### src/rtl/dval_pack_fifo.sv
// Packs PACK valid-only input words into one wide word and queues it in a DEPTH-entry FIFO.
// Optional macro DVAL_PACK_DROPCNT_EN adds a saturating 16-bit dropped-word counter o_drop.
module dval_pack_fifo #(
    parameter int IW    = 8,
    parameter int PACK  = 4,
    parameter int DEPTH = 4
) (
    input  logic                       clk,
    input  logic                       rst,
    input  logic                       i_dval,
    input  logic [IW-1:0]              i,
    input  logic                       i_flush,
    output logic                       o_dval,
    input  logic                       o_rdy,
    output logic [IW*PACK-1:0]         o,
    output logic                       o_part,
    output logic [$clog2(PACK+1)-1:0]  o_lanes,
`ifdef DVAL_PACK_DROPCNT_EN
    output logic [15:0]                o_drop,
`endif
    output logic                       ovf
);
    localparam int WW   = IW * PACK;
    localparam int LW   = $clog2(PACK + 1);
    localparam int CNTW = $clog2(PACK);
    localparam int PW   = $clog2(DEPTH);
    localparam int CW   = PW + 1;
    localparam logic [CNTW-1:0] CNT_LAST = CNTW'(PACK - 1);
    localparam logic [CW-1:0]   DEPTH_C  = CW'(DEPTH);

    logic [CNTW-1:0] cnt_q, cnt_d;
    logic [WW-1:0]   pack_q, pack_d;
    logic [WW-1:0]   merged;
    logic [LW-1:0]   held;
    logic            full_push, flush_push, push;

    logic [WW-1:0]   mem_data [DEPTH];
    logic            mem_part [DEPTH];
    logic [LW-1:0]   mem_lanes[DEPTH];
    logic [PW-1:0]   wr_q, rd_q;
    logic [CW-1:0]   occ_q, occ_d;
    logic            empty, full, pop, wr_en, drop;
    logic            ovf_q;

    // Packing: merge the same-cycle word so a flush or completion sees it.
    always_comb begin
        merged = pack_q;
        for (int k = 0; k < PACK; k++) begin
            if (i_dval && cnt_q == CNTW'(k)) merged[k*IW +: IW] = i;
        end
        held       = LW'(cnt_q) + LW'(i_dval);
        full_push  = i_dval && (cnt_q == CNT_LAST);
        flush_push = i_flush && (held != '0) && !full_push;
        push       = full_push || flush_push;
        cnt_d      = cnt_q;
        pack_d     = pack_q;
        if (push) begin
            cnt_d  = '0;
            pack_d = '0;
        end else if (i_dval) begin
            cnt_d  = cnt_q + CNTW'(1);
            pack_d = merged;
        end
    end

    // FIFO control: a push into a full FIFO only lands if a pop frees the slot this cycle.
    always_comb begin
        empty = (occ_q == '0);
        full  = (occ_q == DEPTH_C);
        pop   = !empty && o_rdy;
        wr_en = push && (!full || pop);
        drop  = push && full && !pop;
        occ_d = occ_q;
        if (wr_en && !pop)      occ_d = occ_q + CW'(1);
        else if (!wr_en && pop) occ_d = occ_q - CW'(1);
    end

    always_ff @(posedge clk or posedge rst) begin
        if (rst) begin
            cnt_q  <= '0;
            pack_q <= '0;
            wr_q   <= '0;
            rd_q   <= '0;
            occ_q  <= '0;
            ovf_q  <= 1'b0;
        end else begin
            cnt_q  <= cnt_d;
            pack_q <= pack_d;
            occ_q  <= occ_d;
            if (wr_en) wr_q <= wr_q + PW'(1);
            if (pop)   rd_q <= rd_q + PW'(1);
            if (drop)  ovf_q <= 1'b1;
        end
    end

    always_ff @(posedge clk) begin
        if (wr_en) begin
            mem_data[wr_q]  <= merged;
            mem_part[wr_q]  <= flush_push;
            mem_lanes[wr_q] <= held;
        end
    end

`ifdef DVAL_PACK_DROPCNT_EN
    logic [15:0] drop_q;

    always_ff @(posedge clk or posedge rst) begin
        if (rst) begin
            drop_q <= '0;
        end else if (drop && drop_q != 16'hFFFF) begin
            drop_q <= drop_q + 16'd1;
        end
    end

    assign o_drop = drop_q;
`endif

    // Head fields are forced to zero while empty so stale entries never leak out.
    assign o_dval  = !empty;
    assign o       = empty ? '0 : mem_data[rd_q];
    assign o_part  = empty ? 1'b0 : mem_part[rd_q];
    assign o_lanes = empty ? '0 : mem_lanes[rd_q];
    assign ovf     = ovf_q;
endmodule
### config.mk
export PLATFORM = sky130hd
export DESIGN_NAME = dval_pack_fifo
export DESIGN_NICKNAME = d
export VERILOG_FILES = /design/src/rtl/dval_pack_fifo.sv
export SDC_FILE = /design/constraint.sdc
export NUM_CORES = 1
export LEC_CHECK = 0
export CAP_MARGIN = 5
export CORE_ASPECT_RATIO = 1.75
export CORE_MARGIN = 4
export CORE_UTILIZATION = 59
export CTS_CLUSTER_SIZE = 24
export DETAILED_ROUTE_END_ITERATION = 10
export PLACE_DENSITY_LB_ADDON = 0.15
export SLEW_MARGIN = 5
export SYNTH_ARGS = -nofsm -noshare
export SYNTH_HDL_FRONTEND = slang
export SYNTH_SLANG_ARGS = --single-unit
### constraint.sdc
create_clock -name clk -period 3.8 [get_ports clk]
set_clock_uncertainty 0.15 [all_clocks]
set_input_delay 0.38 -clock clk [delete_from_list [all_inputs] [get_ports clk]]
set_output_delay 0.38 -clock clk [all_outputs]
set_load 0.005 [all_outputs]
Wires at chosen ports, followed through buffers:
Scale bar: 20 um.
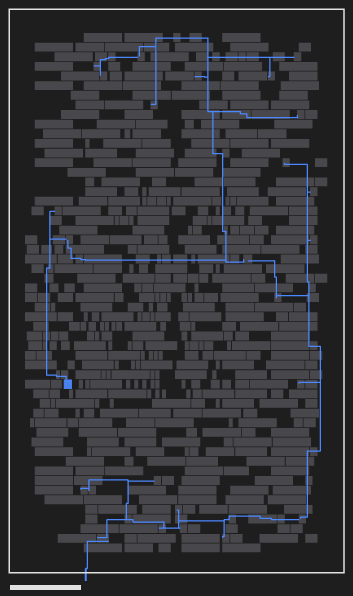
color	port	direction	end cells	buffers	wire
blue	o_dval	output	1	2	588 um

Sequential cells grouped by signal name:
Other sequential cells in the stronger gray, the rest of the logic in the fainter gray.
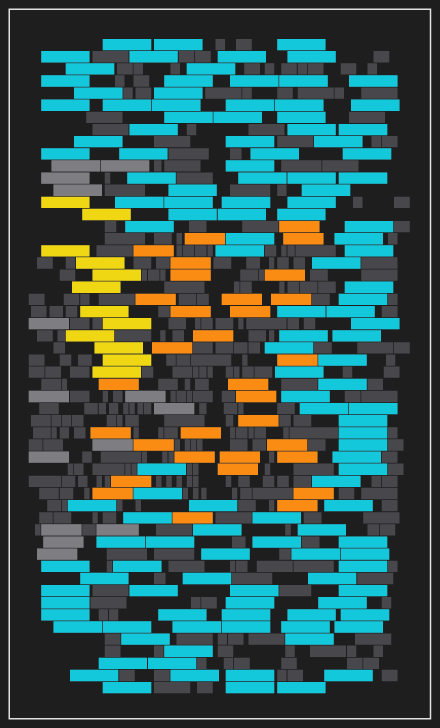
color	name in the netlist	placed flops	where
cyan	mem_data	128	all over the die
yellow	mem_lanes	12	west
orange	pack_q	32	center
not colored	14

==> run_results.csv <==
group,metric,value,unit
clocking,cts_made_buffers,17,
final_timing,rsz0062_at_grt,"no",
routing,drc,0,
layout,fillers,855,
floorplan,floorplan.core_util,60.94,%
floorplan,rows,54,
setup_path,r2r-end,"occ_q[2]$_DFFE_PP0P_",
floorplan,fp.dieW,94.13,um
layout,num_antenna_cells,0,
hold_path,hold_class,"input pin to asynchronous set/reset pin",
power,leakage,3.278,nW
run_status,status,"finished, final reports clean",
floorplan,die_h,158.7,um
global_routing,grt_use_total,21.73,%
setup_path,r2r_start,"cnt_q[0]$_DFFE_PP0P_",
routing,wl_met3,494,um
final_timing,tightest_slew,1246,ps
layout,final-comb-area,2140,um^2
routing,top_layer_used,"met4",
routing,drt_iter0_drc,299,
job,warnings,32,
floorplan,ioPinCount,51,
synthesis,synth_cell_types,32,
routing,vias,4015,
global_routing,grt_remaining_overflow,0,
layout,drive_gt1_share,20.43,%
setup_path,critical_path.slowest_cell,"or3_1",
setup_path,crit_required,3270,ps
final_timing,slew_headroom,16.97,%
clocking,cts_root_buf,"clkbuf_16",
setup_path,crit_path_start_kind,"flop",
setup_path,crit_type,"flop to output port",
synthesis,syn_avg_cell_area,17.29,um^2
routing,wl,14.83,mm
clocking,holdBufCountCts,0,
final_timing,setup_tns,0,ps
layout,area_growth,16.32,%
clocking,clkSlewWorstSetupHoldPaths,60,ps
final_timing,fin_crit_sh,81.69,%
clocking,cts_resized,0,
final_timing,fmax,322.1,MHz
routing,vias_per_cell,5.887,
global_routing,grt_start_max_net_pins,43,
final_timing,final.min_clock_period,3104,ps
layout,layout.nets,526,
synthesis,fp_nets,468,
placed_design,io_buffers,50,
power,power.density,822.3,nW/um^2
setup_path,slowest_delay,710,ps
clocking,cts_buffer_depth,2,
routing,wl_met2,8.231,mm
setup_path,arrival,2570,ps
setup_path,startpoint,"occ_q[0]$_DFFE_PP0P_",
global_routing,antenna_found_initial,0,
clocking,cts_htree_levels,4,
Clock wires, drivers and flops:
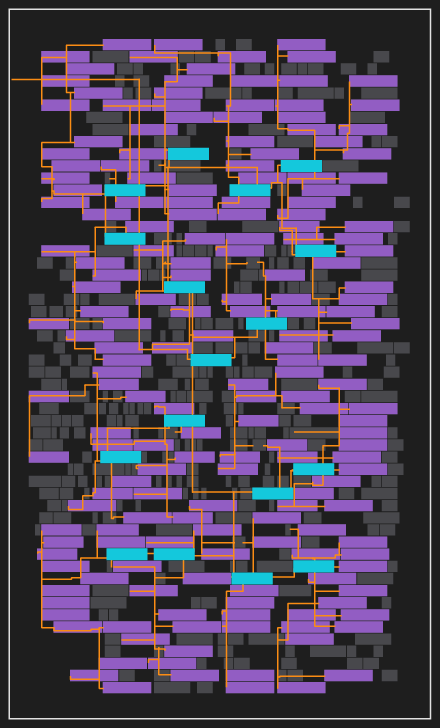
[cyan] cells driving clock nets | count: 17
[purple] flip-flops | count: 186
[orange] clock wires | length: 1,800 um
flops lie	all over the die

Routing congestion:
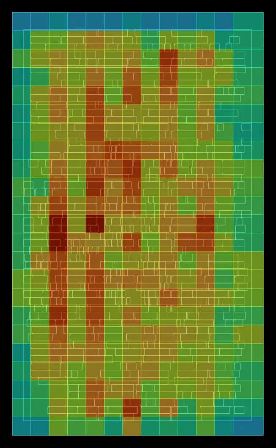
met2 Resource Use GR: 36.46%
Avg WL per Cell: 21.74 um
M3 GR Usage: 5.256%
Most Crowded Layer GR: met2

[cell usage after synthesis]
master / n / area [um^2]
a21oi_1: 1 / 5.000
clkbuf_1: 12 / 45.04
nor4b_1: 1 / 8.760
and3b_1: 4 / 35.03
edfxtp_1: 144 / 4324
buf_6: 1 / 11.26
a22oi_1: 23 / 172.7
nand4b_1: 1 / 8.760
and2_1: 42 / 262.8
buf_8: 2 / 30.03
nand2b_1: 1 / 6.260
a21oi_2: 1 / 8.760
nor3_1: 1 / 5.000
fa_1: 1 / 20.02
o21ai_0: 1 / 5.000
o31a_1: 1 / 8.760
nand2_1: 31 / 116.4
nor2_1: 31 / 116.4
o21ai_1: 3 / 15.01
o31ai_2: 1 / 12.51
and3_1: 2 / 12.51
or3_1: 1 / 6.260
xor2_1: 2 / 17.52
ha_1: 11 / 137.6
mux4_2: 36 / 810.8
nand3_1: 1 / 5.000
xnor2_1: 5 / 43.79
buf_2: 7 / 35.03
inv_1: 6 / 22.52
o22ai_1: 1 / 6.260
dfrtp_1: 42 / 1051
mux2_2: 26 / 292.8
[critical path: cells and delay by family, from the launching register on]
kind          cells  cell delay, ps
buf+inv           2             810
flops             1             440
simple gates      2             880
[per-stage QoR]
stage / power, mW / setup WS, ps / util, % / instances / hold WS (ps)
after global placement: 5.670 / 603.5 / 66.50 / 650 / 317.1
after CTS: 7.416 / 674.4 / 70.89 / 682 / 289.6
after detailed placement: 5.767 / 506.0 / 66.50 / 650 / 313.4
after global routing: 7.754 / 528.4 / 70.89 / 682 / 307.5
final: 7.325 / 695.6 / 70.89 / 682 / 280.9
after floorplan: 4.636 / 1012 / - / 443 / 297.1
[kinds of logic after synthesis]
kind of cell | count (synthesis) | synth area share (%)
flops | 186 | 70.18
simple gates | 116 | 7.613
mux | 62 | 14.41
compound gates | 32 | 3.055
buf+inv | 28 | 1.879
fa+ha+maj | 12 | 2.058
xor+xnor | 7 | 0.8005
[power by group]
part | internal (mW) | switching (mW) | leakage (nW) | total, mW
Combinational | 1.44 | 1.18 | 1.12 | 2.62
Clock | 0.911 | 0.732 | 0.262 | 1.64
Sequential | 2.86 | 0.201 | 1.90 | 3.06
[final cells by class]
type                       count  share of cell area (%)
clock buffer                  20                   4.902
multi-input combinational    229                   24.02
clock inverter                12                   1.292
sequential                   186                   60.35
inverter                       6                  0.2528
tap                          168                   2.360
timing repair buffer          61                   6.826
[state kept, by name, indices dropped and copies added, names as in the netlist]
name	flops
mem_part	4
cnt_q	2
occ_q	3
pack_q	32
mem_lanes	12
ovf	1
wr_q	2
mem_data	128
rd_q	2
[layer usage]
metal | GRT usage [%] | up-vias
li1 | - | 1806
met1 | 28.46 | 2107
met2 | 36.46 | 84
met3 | 5.256 | 18
met4 | 5.786 | 0
met5 | 0 | -
Power figures rest on the tool's default switching activity, not on a simulated workload.
